--- config.mk ---
export PLATFORM = sky130hd
export DESIGN_NAME = if_stage_flat
export DESIGN_NICKNAME = d
export VERILOG_FILES = /design/src/rtl/if_stage_if.sv /design/src/rtl/if_stage.sv /design/src/flat_wrapper.sv
export SDC_FILE = /design/constraint.sdc
export NUM_CORES = 1
export LEC_CHECK = 0
export CORE_AREA = 10 10 109 111
export DETAILED_ROUTE_END_ITERATION = 8
export DIE_AREA = 0 0 119 121
export GPL_ROUTABILITY_DRIVEN = 0
export GPL_TIMING_DRIVEN = 0
export PLACE_DENSITY_LB_ADDON = 0.1
export RECOVER_POWER = 25
export SLEW_MARGIN = 10
export SYNTH_ARGS = -nofsm -noshare
export SYNTH_HDL_FRONTEND = slang
export SYNTH_SLANG_ARGS = --single-unit
--- constraint.sdc ---
create_clock -name clk -period 3.9 [get_ports clk]
set_input_delay 0.585 -clock clk [delete_from_list [all_inputs] [get_ports clk]]
set_output_delay 0.585 -clock clk [all_outputs]
set_load 0.01 [all_outputs]
--- src/rtl/if_stage_if.sv ---
// Fetch-stage bus: decode handshake, redirect request, instruction memory port
// and the IF/ID register contents presented to decode.
interface if_stage_if;
  localparam int unsigned XLEN = 32;

  logic            id_ready;
  logic            redirect_valid;
  logic [XLEN-1:0] redirect_pc;
  logic [XLEN-1:0] imem_addr;
  logic [XLEN-1:0] imem_data;
  logic [XLEN-1:0] if_pc;
  logic [XLEN-1:0] if_inst;
  logic            if_valid;
  logic            if_misalign;
  logic            halted;

  // Fetch stage side
  modport master (
    input  id_ready,
    input  redirect_valid,
    input  redirect_pc,
    input  imem_data,
    output imem_addr,
    output if_pc,
    output if_inst,
    output if_valid,
    output if_misalign,
    output halted
  );

  // Decode / memory / control side
  modport slave (
    output id_ready,
    output redirect_valid,
    output redirect_pc,
    output imem_data,
    input  imem_addr,
    input  if_pc,
    input  if_inst,
    input  if_valid,
    input  if_misalign,
    input  halted
  );
endinterface

--- src/rtl/if_stage.sv ---
// Instruction fetch stage: PC register, IF/ID register and a BOOT/RUN/HALT
// control FSM with redirect, stall and halt-on-ebreak handling.
module if_stage #(
  parameter logic [31:0] RESET_PC  = 32'h0000_0000,
  parameter logic [31:0] NOP_INST  = 32'h0000_0013,
  parameter logic [31:0] HALT_INST = 32'h0010_0073
) (
  input  logic        clk,
  input  logic        rst,
  if_stage_if.master  bus
);
  localparam int unsigned XLEN = 32;

  typedef enum logic [1:0] {
    BOOT = 2'd0,
    RUN  = 2'd1,
    HALT = 2'd2
  } state_e;

  state_e          state_q, state_d;
  logic [XLEN-1:0] pc_q, pc_d;
  logic [XLEN-1:0] if_pc_q, if_pc_d;
  logic [XLEN-1:0] if_inst_q, if_inst_d;
  logic            if_valid_q, if_valid_d;
  logic            misalign_q, misalign_d;
  logic            advance;

  // IF/ID register may be refilled when empty or when decode takes it
  assign advance = (state_q == RUN) && (!if_valid_q || bus.id_ready);

  always_comb begin
    state_d    = state_q;
    pc_d       = pc_q;
    if_pc_d    = if_pc_q;
    if_inst_d  = if_inst_q;
    if_valid_d = if_valid_q;
    misalign_d = misalign_q;

    if (bus.redirect_valid) begin
      // Redirect wins over everything and discards any pending instruction
      state_d    = RUN;
      pc_d       = bus.redirect_pc;
      if_valid_d = 1'b0;
      if_inst_d  = NOP_INST;
      misalign_d = (bus.redirect_pc[1:0] != 2'b00);
    end else begin
      unique case (state_q)
        BOOT: state_d = RUN;
        RUN: begin
          if (advance) begin
            if_pc_d    = pc_q;
            if_inst_d  = bus.imem_data;
            if_valid_d = 1'b1;
            pc_d       = pc_q + XLEN'(4);
            if (bus.imem_data == HALT_INST) state_d = HALT;
          end
        end
        HALT: begin
          // Let decode drain the halting instruction, then show a bubble
          if (if_valid_q && bus.id_ready) begin
            if_valid_d = 1'b0;
            if_inst_d  = NOP_INST;
          end
        end
        default: state_d = BOOT;
      endcase
    end
  end

  always_ff @(posedge clk or negedge rst) begin
    if (!rst) begin
      state_q    <= BOOT;
      pc_q       <= RESET_PC;
      if_pc_q    <= '0;
      if_inst_q  <= NOP_INST;
      if_valid_q <= 1'b0;
      misalign_q <= 1'b0;
    end else begin
      state_q    <= state_d;
      pc_q       <= pc_d;
      if_pc_q    <= if_pc_d;
      if_inst_q  <= if_inst_d;
      if_valid_q <= if_valid_d;
      misalign_q <= misalign_d;
    end
  end

  assign bus.imem_addr   = pc_q;
  assign bus.if_pc       = if_pc_q;
  assign bus.if_inst     = if_inst_q;
  assign bus.if_valid    = if_valid_q;
  assign bus.if_misalign = misalign_q;
  assign bus.halted      = (state_q == HALT);

endmodule

--- src/flat_wrapper.sv ---
// flat-port wrapper written by rule: the top's interface ports become plain ports
module if_stage_flat 
#(
  parameter logic [31:0] RESET_PC  = 32'h0000_0000,
  parameter logic [31:0] NOP_INST  = 32'h0000_0013,
  parameter logic [31:0] HALT_INST = 32'h0010_0073
)
  (clk, rst, bus_id_ready, bus_redirect_valid, bus_redirect_pc, bus_imem_data, bus_imem_addr, bus_if_pc, bus_if_inst, bus_if_valid, bus_if_misalign, bus_halted);
  if_stage_if bus_i ();
  input  logic clk;
  input  logic rst;
  input wire logic [$bits(bus_i.id_ready)-1:0] bus_id_ready;
  input wire logic [$bits(bus_i.redirect_valid)-1:0] bus_redirect_valid;
  input wire logic [$bits(bus_i.redirect_pc)-1:0] bus_redirect_pc;
  input wire logic [$bits(bus_i.imem_data)-1:0] bus_imem_data;
  output wire logic [$bits(bus_i.imem_addr)-1:0] bus_imem_addr;
  output wire logic [$bits(bus_i.if_pc)-1:0] bus_if_pc;
  output wire logic [$bits(bus_i.if_inst)-1:0] bus_if_inst;
  output wire logic [$bits(bus_i.if_valid)-1:0] bus_if_valid;
  output wire logic [$bits(bus_i.if_misalign)-1:0] bus_if_misalign;
  output wire logic [$bits(bus_i.halted)-1:0] bus_halted;
  assign bus_i.id_ready = bus_id_ready;
  assign bus_i.redirect_valid = bus_redirect_valid;
  assign bus_i.redirect_pc = bus_redirect_pc;
  assign bus_i.imem_data = bus_imem_data;
  assign bus_imem_addr = bus_i.imem_addr;
  assign bus_if_pc = bus_i.if_pc;
  assign bus_if_inst = bus_i.if_inst;
  assign bus_if_valid = bus_i.if_valid;
  assign bus_if_misalign = bus_i.if_misalign;
  assign bus_halted = bus_i.halted;
  if_stage #(.RESET_PC(RESET_PC), .NOP_INST(NOP_INST), .HALT_INST(HALT_INST)) u_core (.clk(clk), .rst(rst), .bus(bus_i));
endmodule
Run 1, clock wiring as the flow saved it:
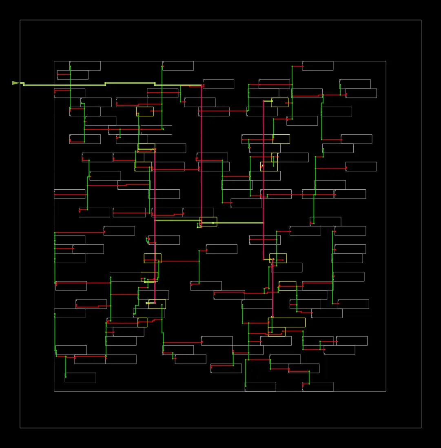
Clock Latency Late Sink: 0.37 ns
Setup Skew: 0.01421 ns
clock sink count: 100

Run 1, cell classes on the final placement:
Scale: 3 px per µm. Fill, decap, tap and diode cells in gray.
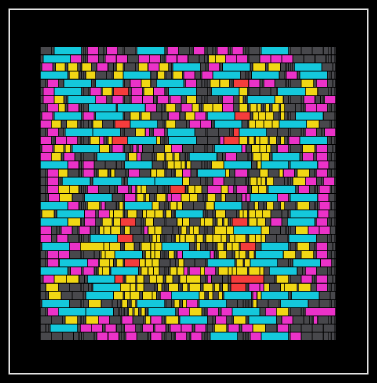
Key: red = clock drivers and dummy loads [cells 16, share of their area 3.4%]; yellow = remaining logic cells [cells 281, share of their area 30%]; cyan = sequential cells [cells 100, share of their area 39%]; magenta = remaining buffers and delay cells [cells 191, share of their area 28%]
fin area: 6650 µm²
fin util: 68.99%
sequential share of cell area: 37.69%
core area: 9639 µm²

Run 1, clock network drawn from the DEF:
Scale: 4 px per µm.
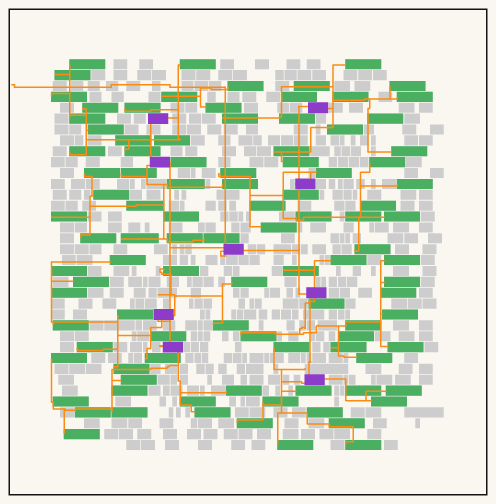
Key: green = flip-flops [count 100]; purple = clock-net drivers [count 9]; orange = clock wires [length 1260 µm]
Position of the flops: spread over the die. There are 10 routed clock nets.
clk pwr: 729 µW
clock share of power: 27.6%

Run 1, M2 wires:
Scale: 4 px per µm. Cells faint in the background.
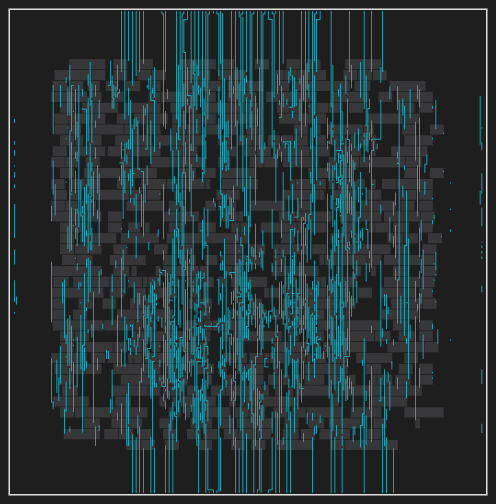
599 nets have wire on it. The longest straight run is 47.8 µm. The layer carries 7000 µm of wire. The layer holds 48% of the routed length.
GR Util met2: 32.30%
vias: 4143
DRT Wirelength: 14.58 mm

==> results.json, run 1 <==
{
  "status": "complete, but fails checks",
  "violations": "capacitance limit, slew limit",
  "dp_cells": 705,
  "hold_path.class": "register to register",
  "initCoreUtil_pct": 47.51,
  "nNetsFinal": 652,
  "ff_type": "dfrtp_1",
  "p_sw_uw": 737.5,
  "grt_pass1_vias": 4289,
  "post_cts_buffers": 0,
  "htree_num_levels": 3,
  "grt_antenna_before_repair": 0,
  "synth_top_cell_by_area": "dfrtp_1",
  "period_used_pct": 70.54,
  "critPathTopFamily": "buffers and inverters",
  "clock.fmax_mhz": 363.5,
  "drive_gt1_share_pct": 11.73,
  "worst_pin_slew_ns": 2.233,
  "drtIter0Drc": 250,
  "path_clk_slew_ns": 0.09,
  "irDropWorstVdd_v": 0.0002150,
  "synth_chip_area_um2": 4579,
  "whs_ns": 0.4648,
  "synthCells": 405,
  "track_usage_pct": 19.69,
  "yosysWarnings": 0,
  "area_leaders": "dfrtp_1 53%, mux2_2 8.4%, a22o_1 5.5%, nand4_1 2.3%, nand2_1 2.2%",
  "dpl.hpwl_mm": 11.22,
  "drc_errors": 0,
  "power.internal_uw": 1903,
  "grt_overflow": 0,
  "wl_met1_mm": 5.913,
  "drt_first_pass_iters": 5,
  "top_area_share_pct": 53.01,
  "reg2reg_slack_ns": 1.29,
  "power_leader": "sequential cells",
  "seq_power_share_pct": 47.7,
  "cts_buffers": 9,
  "setup-violations-final": 0,
  "whs_path_depth": 2,
  "setup_slack_ns": 1.149,
  "grtUsageMet3_pct": 7.818,
  "sw_frac_of_total_pct": 27.93,
  "grt-busiest-layer": "met2",
  "routedWlPerCell_um": 20.22,
  "hold_end": "u_core.bus.if_inst[1]",
  "warning_count": 26,
  "die-area_um2": 14400,
  "ys.flops": 100,
  "grt_start_max_net_pins": 63,
  "area_delta_synth_final_pct": 45.22,
  "cts_root_buf": "clkbuf_8",
  "r2r_end": "u_core.bus.if_pc[5]",
  "placed_cell_area_um2": 6432,
  "hold_violations": 0,
  "pre_cts_ws_ns": 0.7240,
  "relSlewSlack_pct": -48.88,
  "ys_types": 50,
  "edf_count": 0,
  "required_ns": 4.15,
  "die_h_um": 121,
  "rsz0062_at_grt": "false",
  "yosys.stat.seqShare_pct": 54.73,
  "power_combinational_uw": 651,
  "slew_viol_final": 39,
  "use_met1_pct": 23.32,
  "cpPeakStageDelay_ns": 0.87,
  "final_common_cell": "clkdlybuf4s50_1",
  "endpoint_kind": "register",
  "common_cells": "97 x dfrtp_1, 34 x mux2_2, 29 x a22o_1",
  "finalNonFillerCells": 721,
  "ys_cells": 405,
  "start_kind": "primary input",
  "crit_type": "primary input to register",
  "antenna_cells": 0,
  "io_buffers": 166,
  "cp_max_fo": 10,
  "worst-path-buf-inv": 2,
  "ctsResizeCount": 0,
  "syn_area_per_cell_um2": 11.31,
  "grt_first_pass_wirelength_mm": 23.04,
  "via_per_inst": 5.746,
  "cpMaxStageDelayCell": "nor3_1",
  "path_cells": "clkdlybuf4s50_1 > nor2b_1 > nor3_1 > clkbuf_1 > mux2_2",
  "wl_met2_mm": 6.997,
  "power.density_nw_per_um2": 397.0,
  "maxCapViolCount": 1,
  "postSynth.asyncResetShare_pct": 100.0,
  "met3_length_mm": 1.457
}
==> run 1: worst max-delay path by stage <==
| stage | startpoint | end | depth (start not counted) |
|---|---|---|---|
| final | bus_id_ready | u_core.bus.if_pc[5] | 5 |
| after global routing | bus_id_ready | u_core.bus.if_pc[1] | 5 |
| after CTS | bus_id_ready | u_core.bus.if_pc[5] | 5 |
| after detailed placement | bus_id_ready | u_core.bus.if_pc[5] | 5 |
| after global placement | rst | u_core.bus.if_inst[10] | 1 |
| after floorplan | u_core.bus.imem_addr[10] | u_core.bus.imem_addr[30] | 6 |
==> run 1: cell families (layout without fill, tap and decap cells) <==
| kind of cell | count (synthesis) | after routing | synth area share, % |
|---|---|---|---|
| xor gates and xnor gates | 7 | 7 | 1.339 |
| adders and majority gates | 1 | 1 | 0.2732 |
| muxes | 35 | 35 | 8.579 |
| buffers and inverters | 36 | 219 | 3.552 |
| AOI/OAI and AO/OA | 88 | 88 | 14.73 |
| DFF | 100 | 100 | 54.73 |
| and+or+nand+nor | 138 | 138 | 16.80 |
==> run 1: layout make-up <==
type                    instances  area [µm²]
flip-flops and latches        100        2506
plain buffers                  24       117.6
clock inverters                 3       42.54
repair buffers                167        1683
clock buffers                  13       178.9
multi-input cells             269        1911
inverters                      12       45.04
fillers                       797        2989
well taps                     133       166.4
==> run 1: through the flow <==
step	total power, µW	TNS, ns
floorplan	1516	0
global placement	1917	-148.86
detailed placement	1936	0
CTS	2663	0
global route	2766	0
finish	2640	0
==> run 1: state kept, by name, summed over array words and instances (netlist names) <==
name,cells
u_core.bus.if_misalign,1
u_core.state_q,2
u_core.bus.if_inst,32
u_core.bus.if_valid,1
u_core.bus.if_pc,32
u_core.bus.imem_addr,32
--- run 2 (diff from run 1) ---
--- a/config.mk
+++ b/config.mk
@@ -5,9 +5,9 @@
 export SDC_FILE = /design/constraint.sdc
 export NUM_CORES = 1
 export LEC_CHECK = 0
-export CORE_AREA = 10 10 109 111
+export CORE_AREA = 10 10 112 114
 export DETAILED_ROUTE_END_ITERATION = 8
-export DIE_AREA = 0 0 119 121
+export DIE_AREA = 0 0 122 124
 export GPL_ROUTABILITY_DRIVEN = 0
 export GPL_TIMING_DRIVEN = 0
 export PLACE_DENSITY_LB_ADDON = 0.1
==> constraint.sdc (replaced) <==
create_clock -name clk -period 2.6 [get_ports clk]
set_input_delay 0.39 -clock clk [delete_from_list [all_inputs] [get_ports clk]]
set_output_delay 0.39 -clock clk [all_outputs]
set_load 0.01 [all_outputs]
==> run 2 against run 1 <==
The run now ends clean. Sequential power up 51%. Flip-flop count unchanged. Via count down 1.2%. Clock skew down 0.0056 ns. Die area up 5.1%. Worst setup slack worse by 0.88 ns. Non-clock buffer count unchanged. Cell area up 0.38%. Clock-buffer cell count down 1. Clock power up 63%.
==> results.json, run 2 <==
{
  "r2r_end": "u_core.bus.imem_addr[23]",
  "cpMaxStageDelayCell": "or4_1",
  "yosys.stat.seqShare_pct": 54.73,
  "ys_cells": 405,
  "initCoreUtil_pct": 44.76,
  "power.density_nw_per_um2": 607.9,
  "synth_top_cell_by_area": "dfrtp_1",
  "warning_count": 26,
  "status": "completed",
  "via_per_inst": 5.656,
  "vias": 4095,
  "cts_buffers": 9,
  "setup_tns_ns": 0,
  "startpoint": "u_core.bus.imem_addr[10]",
  "postSynth.asyncResetShare_pct": 100.0,
  "dp_cells": 708,
  "synthCells": 405,
  "area_leaders": "dfrtp_1 53%, mux2_2 8.4%, a22o_1 5.5%, nand4_1 2.3%, nand2_1 2.2%",
  "grt_overflow": 0,
  "slew_viol_final": 0,
  "required_ns": 2.89,
  "reg2reg_slack_ns": 0.27,
  "sw_frac_of_total_pct": 27.76,
  "post_cts_buffers": 0,
  "cts_root_buf": "clkbuf_8",
  "cpPeakStageDelay_ns": 0.56,
  "power.internal_uw": 2931,
  "maxCapViolCount": 0,
  "drive_gt1_share_pct": 12.07,
  "rsz0062_at_grt": "false",
  "worst_pin_slew_ns": 1.499,
  "grt_first_pass_wirelength_mm": 22.83,
  "grt_pass1_vias": 4204,
  "endpoint_kind": "register",
  "cp_max_fo": 10,
  "top_area_share_pct": 53.01,
  "drtIter0Drc": 348,
  "clock.fmax_mhz": 428.8,
  "area_delta_synth_final_pct": 45.76,
  "insertion_delay_ns": 0.37,
  "endpoint": "u_core.bus.imem_addr[23]",
  "setup_slack_ns": 0.2681,
  "fin_skew_ns": 0.008627,
  "common_cells": "97 x dfrtp_1, 34 x mux2_2, 29 x a22o_1",
  "final_common_cell": "clkdlybuf4s50_1",
  "grt_start_max_net_pins": 59,
  "setup-violations-final": 0,
  "wl_mm": 14.65,
  "relSlewSlack_pct": 0.05074,
  "io_buffers": 166,
  "placed_cell_area_um2": 6429,
  "seq_power_share_pct": 46.8,
  "start_kind": "register",
  "p_total_uw": 4058,
  "edf_count": 0,
  "crit_type": "register to register",
  "path_cells": "nand4_4 > or4_1 > buf_2 > buf_6 > or3_2 > a31oi_1",
  "fin_area_um2": 6675,
  "p_sw_uw": 1126,
  "hold_violations": 0
}
## run 2: layer usage
metal / track usage (%) / vias up / part of all wire (%)
met5: 0 / - / 0
met4: 5.663 / 0 / 1.6
met3: 7.059 / 19 / 10
met2: 30.42 / 197 / 47
met1: 23.85 / 1986 / 41
li1: - / 1893 / -
## run 2: power groups by stage
stage | Combinational, µW | Sequential, µW | Clock [µW]
floorplan | 299 | 1980 | 0
global placement | 967 | 1910 | 0
detailed placement | 985 | 1920 | 0
CTS | 990 | 1900 | 1210
global route | 1050 | 1920 | 1270
finish | 974 | 1900 | 1190
## run 2: final cells by class
| class | instances | area, µm² |
|---|---|---|
| fillers | 813 | 3556 |
| flip-flops and latches | 100 | 2506 |
| multi-input cells | 269 | 1916 |
| repair buffers | 167 | 1677 |
| well taps | 136 | 170.2 |
| clock buffers | 12 | 165.2 |
| plain buffers | 24 | 117.6 |
| clock inverters | 4 | 78.83 |
| inverters | 12 | 45.04 |
## run 2: per-stage QoR
stage               hold slack (ns)  util [%]
floorplan                   0.09441         -
global placement             0.4467     62.66
detailed placement           0.4509     62.83
CTS                          0.1161     65.27
global route                 0.4875     65.24
finish                       0.3630     65.24
## run 2: worst max-delay path, delay by kind of cell, from the launching register on
family | cells | cell delay [ns]
buf+inv | 2 | 0.33
simple gates | 3 | 1.18
compound gates | 1 | 0.18
flops | 1 | 0.55
## run 2: what timing repair did
item                                    4_1_cts  5_1_grt
endpoints found under the setup margin        2        0
gates resized                                 1        0
hold endpoints to repair                      0        0
## run 2: cell families after synthesis
group,synth area share (%)
AOI/OAI and AO/OA,14.73
xor gates and xnor gates,1.339
adders and majority gates,0.2732
buffers and inverters,3.552
DFF,54.73
muxes,8.579
and+or+nand+nor,16.80
Run 2, cell classes on the final placement:
Scale: 3 px per µm. Fill, decap, tap and diode cells in gray.
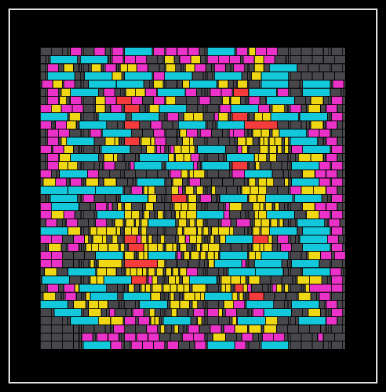
Key: yellow = remaining logic cells [cells 281, share of their area 30%]; cyan = sequential cells [cells 100, share of their area 39%]; red = clock drivers and dummy loads [cells 16, share of their area 3.8%]; magenta = remaining buffers and delay cells [cells 191, share of their area 28%]
sequential share of cell area: 37.54%
core area: 10230 µm²

Run 2, wires at chosen ports, followed through buffers:
Scale: 3 px per µm.
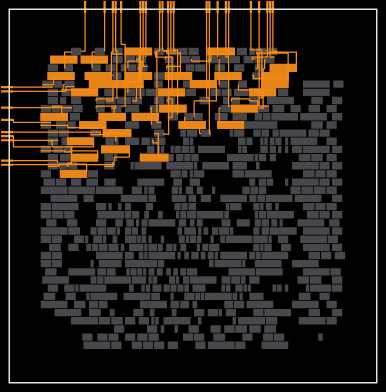
Key: orange = bus_if_inst [bits 32, direction output, end cells 32, buffers 32, wire 1290 µm]

--- run 3 (diff from run 2) ---
--- a/config.mk
+++ b/config.mk
@@ -5,9 +5,9 @@
 export SDC_FILE = /design/constraint.sdc
 export NUM_CORES = 1
 export LEC_CHECK = 0
-export CORE_AREA = 10 10 112 114
+export CORE_AREA = 10 10 97 133
 export DETAILED_ROUTE_END_ITERATION = 8
-export DIE_AREA = 0 0 122 124
+export DIE_AREA = 0 0 107 143
 export GPL_ROUTABILITY_DRIVEN = 0
 export GPL_TIMING_DRIVEN = 0
 export PLACE_DENSITY_LB_ADDON = 0.1
==> run 3 against run 2 <==
The flow now finishes with violations (capacitance limit, slew limit). Die area up 1.1%. Synthesized cell count unchanged. Non-clock buffer count unchanged. Register-to-register slack worse by 0.03 ns. Wire length up 1.6%. Worst hold slack better by 0.094 ns. Critical path depth up 1. Core utilization down 0.39 points. Global-route usage up 0.19 points. Maximum frequency down 1.7%. Clock skew down 0.0013 ns. Critical endpoint is now u_core.bus.imem_addr[14]. Final cell count up 0.28%. Critical path type is now primary input to register.
==> results.json, run 3 <==
{
  "dpl.hpwl_mm": 11.39,
  "ys.flops": 100,
  "drtIter0Drc": 194,
  "fillers": 903,
  "seqCellArea_um2": 2506,
  "most_common_cell": "dfrtp_1",
  "edf_count": 0,
  "cts.sinks": 100,
  "area_delta_synth_final_pct": 46.58,
  "dp_cells": 710,
  "clk_path_buf_depth": 2,
  "irDropWorstVdd_v": 0.0003385,
  "cp_max_fo": 10,
  "min_from": "u_core.bus.if_inst[4]",
  "antenna_cells": 0,
  "drive_gt1_share_pct": 11.56,
  "io_buffers": 166,
  "grt_start_max_net_pins": 66,
  "seq_power_share_pct": 45.9,
  "comb_area_um2": 1916,
  "synth_chip_area_um2": 4579,
  "synth_top_cell_by_area": "dfrtp_1",
  "cts_root_buf": "clkbuf_16",
  "fin_crit_ns": 2.373,
  "die-area_um2": 15300,
  "start_kind": "primary input",
  "drt_first_pass_iters": 5,
  "whs_ns": 0.4574,
  "warning_count": 26,
  "r2r-start": "u_core.bus.imem_addr[10]",
  "p_sw_uw": 1146,
  "fin_skew_ns": 0.007282,
  "crit_type": "primary input to register",
  "grt_first_pass_wirelength_mm": 23.41,
  "cp_data_arrival_time_ns": 2.58,
  "violations": "capacitance limit, slew limit",
  "status": "complete, but fails checks",
  "synthCells": 405,
  "grt_antenna_before_repair": 0,
  "combPwrFrac_pct": 23.8,
  "period_used_pct": 91.27,
  "post_cts_buffers": 0,
  "power.internal_uw": 2981,
  "maxCapViolCount": 1,
  "worst_pin_slew_ns": 2.054,
  "r2r_end": "u_core.bus.imem_addr[30]",
  "power.density_nw_per_um2": 614.8,
  "io_pins": 167,
  "synth_nets": 474,
  "tritoncts": "yes",
  "hold_end": "u_core.bus.if_inst[4]",
  "slew_viol_final": 36,
  "ctsResizeCount": 1,
  "rr_worst_depth": 6,
  "whs_path_depth": 2,
  "drc_errors": 0,
  "htree_num_levels": 3,
  "nNetsFinal": 652,
  "netlist_area_um2": 4579,
  "ff_type": "dfrtp_1",
  "die_h_um": 143,
  "yosys.stat.seqShare_pct": 54.73,
  "common_cells": "97 x dfrtp_1, 34 x mux2_2, 29 x a22o_1",
  "fp.dieW_um": 107,
  "top_area_share_pct": 53.01,
  "ys_cells": 405,
  "grt_pass1_vias": 4406,
  "startpoint": "bus_redirect_valid",
  "via_per_inst": 5.614,
  "lay_top_cells": "165 x clkdlybuf4s50_1, 97 x dfrtp_1, 34 x mux2_2",
  "endpoint": "u_core.bus.imem_addr[14]",
  "rsz0062_at_grt": "false",
  "clkPwrFrac_pct": 30.3,
  "core_area_um2": 10350,
  "track_usage_pct": 19.31,
  "sw_frac_of_total_pct": 27.76,
  "syn_area_per_cell_um2": 11.31,
  "postSynth.asyncResetShare_pct": 100.0,
  "rows": 44,
  "finalNonFillerCells": 726,
  "clock.fmax_mhz": 421.4,
  "routedWlPerCell_um": 20.50,
  "hold_path.class": "register to register",
  "reg2reg_slack_ns": 0.24,
  "endpoint_kind": "register",
  "ys_types": 50,
  "relSlewSlack_pct": -36.94,
  "p_leak_uw": 0.002680,
  "final_common_cell": "clkdlybuf4s50_1",
  "ctsHoldBuffers": 0,
  "area_leaders": "dfrtp_1 53%, mux2_2 8.4%, a22o_1 5.5%, nand4_1 2.3%, nand2_1 2.2%",
  "ant_nets": 0,
  "grt_overflow": 0,
  "initCoreUtil_pct": 44.25,
  "yosysWarnings": 0,
  "required_ns": 2.81,
  "setup-violations-final": 0,
  "hold_violations": 0,
  "path_clk_slew_ns": 0.07
}
## run 3: cell counts after synthesis
Identical to the previous run, type by type.
## run 3: cells by family after synthesis
logic type	after synthesis	synth area share [%]
AND/OR/NAND/NOR	138	16.80
flip-flops	100	54.73
AND-OR/OR-AND	88	14.73
buffers and inverters	36	3.552
multiplexers	35	8.579
XOR/XNOR	7	1.339
adder cells (fa/ha/maj)	1	0.2732
## run 3: routing by layer
layer,GRT usage [%],share of wire (%),vias to the layer above
li1,-,-,1892
met1,20.52,37,2008
met2,33.60,52,159
met3,8.739,9.3,17
met4,5.504,1.3,0
met5,0,0,-
## run 3: cell type report
cell class	instances	area share, %
Sequential cell	100	37.33
Inverter	12	0.6710
Clock buffer	12	3.672
Tap cell	138	2.572
Clock inverter	4	0.3914
Buffer	24	1.752
Multi-Input combinational cell	269	28.54
Timing Repair Buffer	167	25.07
## run 3: power groups by stage
stage | Clock [µW] | Combinational (µW) | Sequential, µW
floorplan | 0 | 299 | 1980
CTS | 1270 | 1000 | 1900
global placement | 0 | 972 | 1910
global route | 1330 | 1060 | 1920
finish | 1250 | 983 | 1900
detailed placement | 0 | 996 | 1920
## run 3: critical path, stage by stage
cell and delay (ns):
clkdlybuf4s50_1 0.48, clkbuf_1 0.40, clkbuf_1 0.49, clkbuf_1 0.49
nor2_1 0.10, nand4_1 0.13, nand3_1 0.10
## run 3: per-stage QoR
step | instance area, µm² | power, µW | setup WS (ns) | TNS (ns) | util, %
floorplan | 4579 | 2274 | 0.4843 | 0 | -
detailed placement | 6439 | 2918 | -0.5414 | -19.20 | 62.21
finish | 6713 | 4127 | 0.2270 | 0 | 64.86
global route | 6713 | 4316 | 0.1375 | 0 | 64.86
CTS | 6716 | 4162 | 0.2488 | 0 | 64.89
global placement | 6414 | 2884 | -2.591 | -269.04 | 61.97
Run 3, M2 wires:
Scale: 3 px per µm. Cells faint in the background.
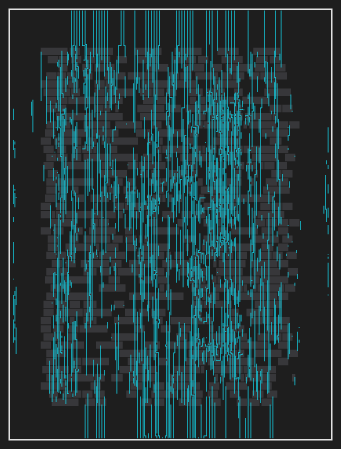
The longest straight run is 62.9 µm. The layer holds 52% of the routed length.
GR Util met2: 33.60%
vias: 4076
DRT Wirelength: 14.88 mm

Run 3, clock wiring as the flow saved it:
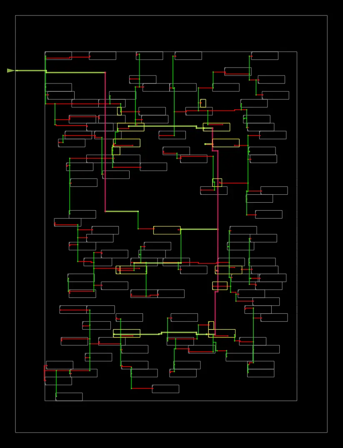
registers: 100
Clock Latency Late Sink: 0.35 ns
CTS buffer count: 9
clk pwr: 1250 µW

Power is estimated from default activity; no workload was simulated.
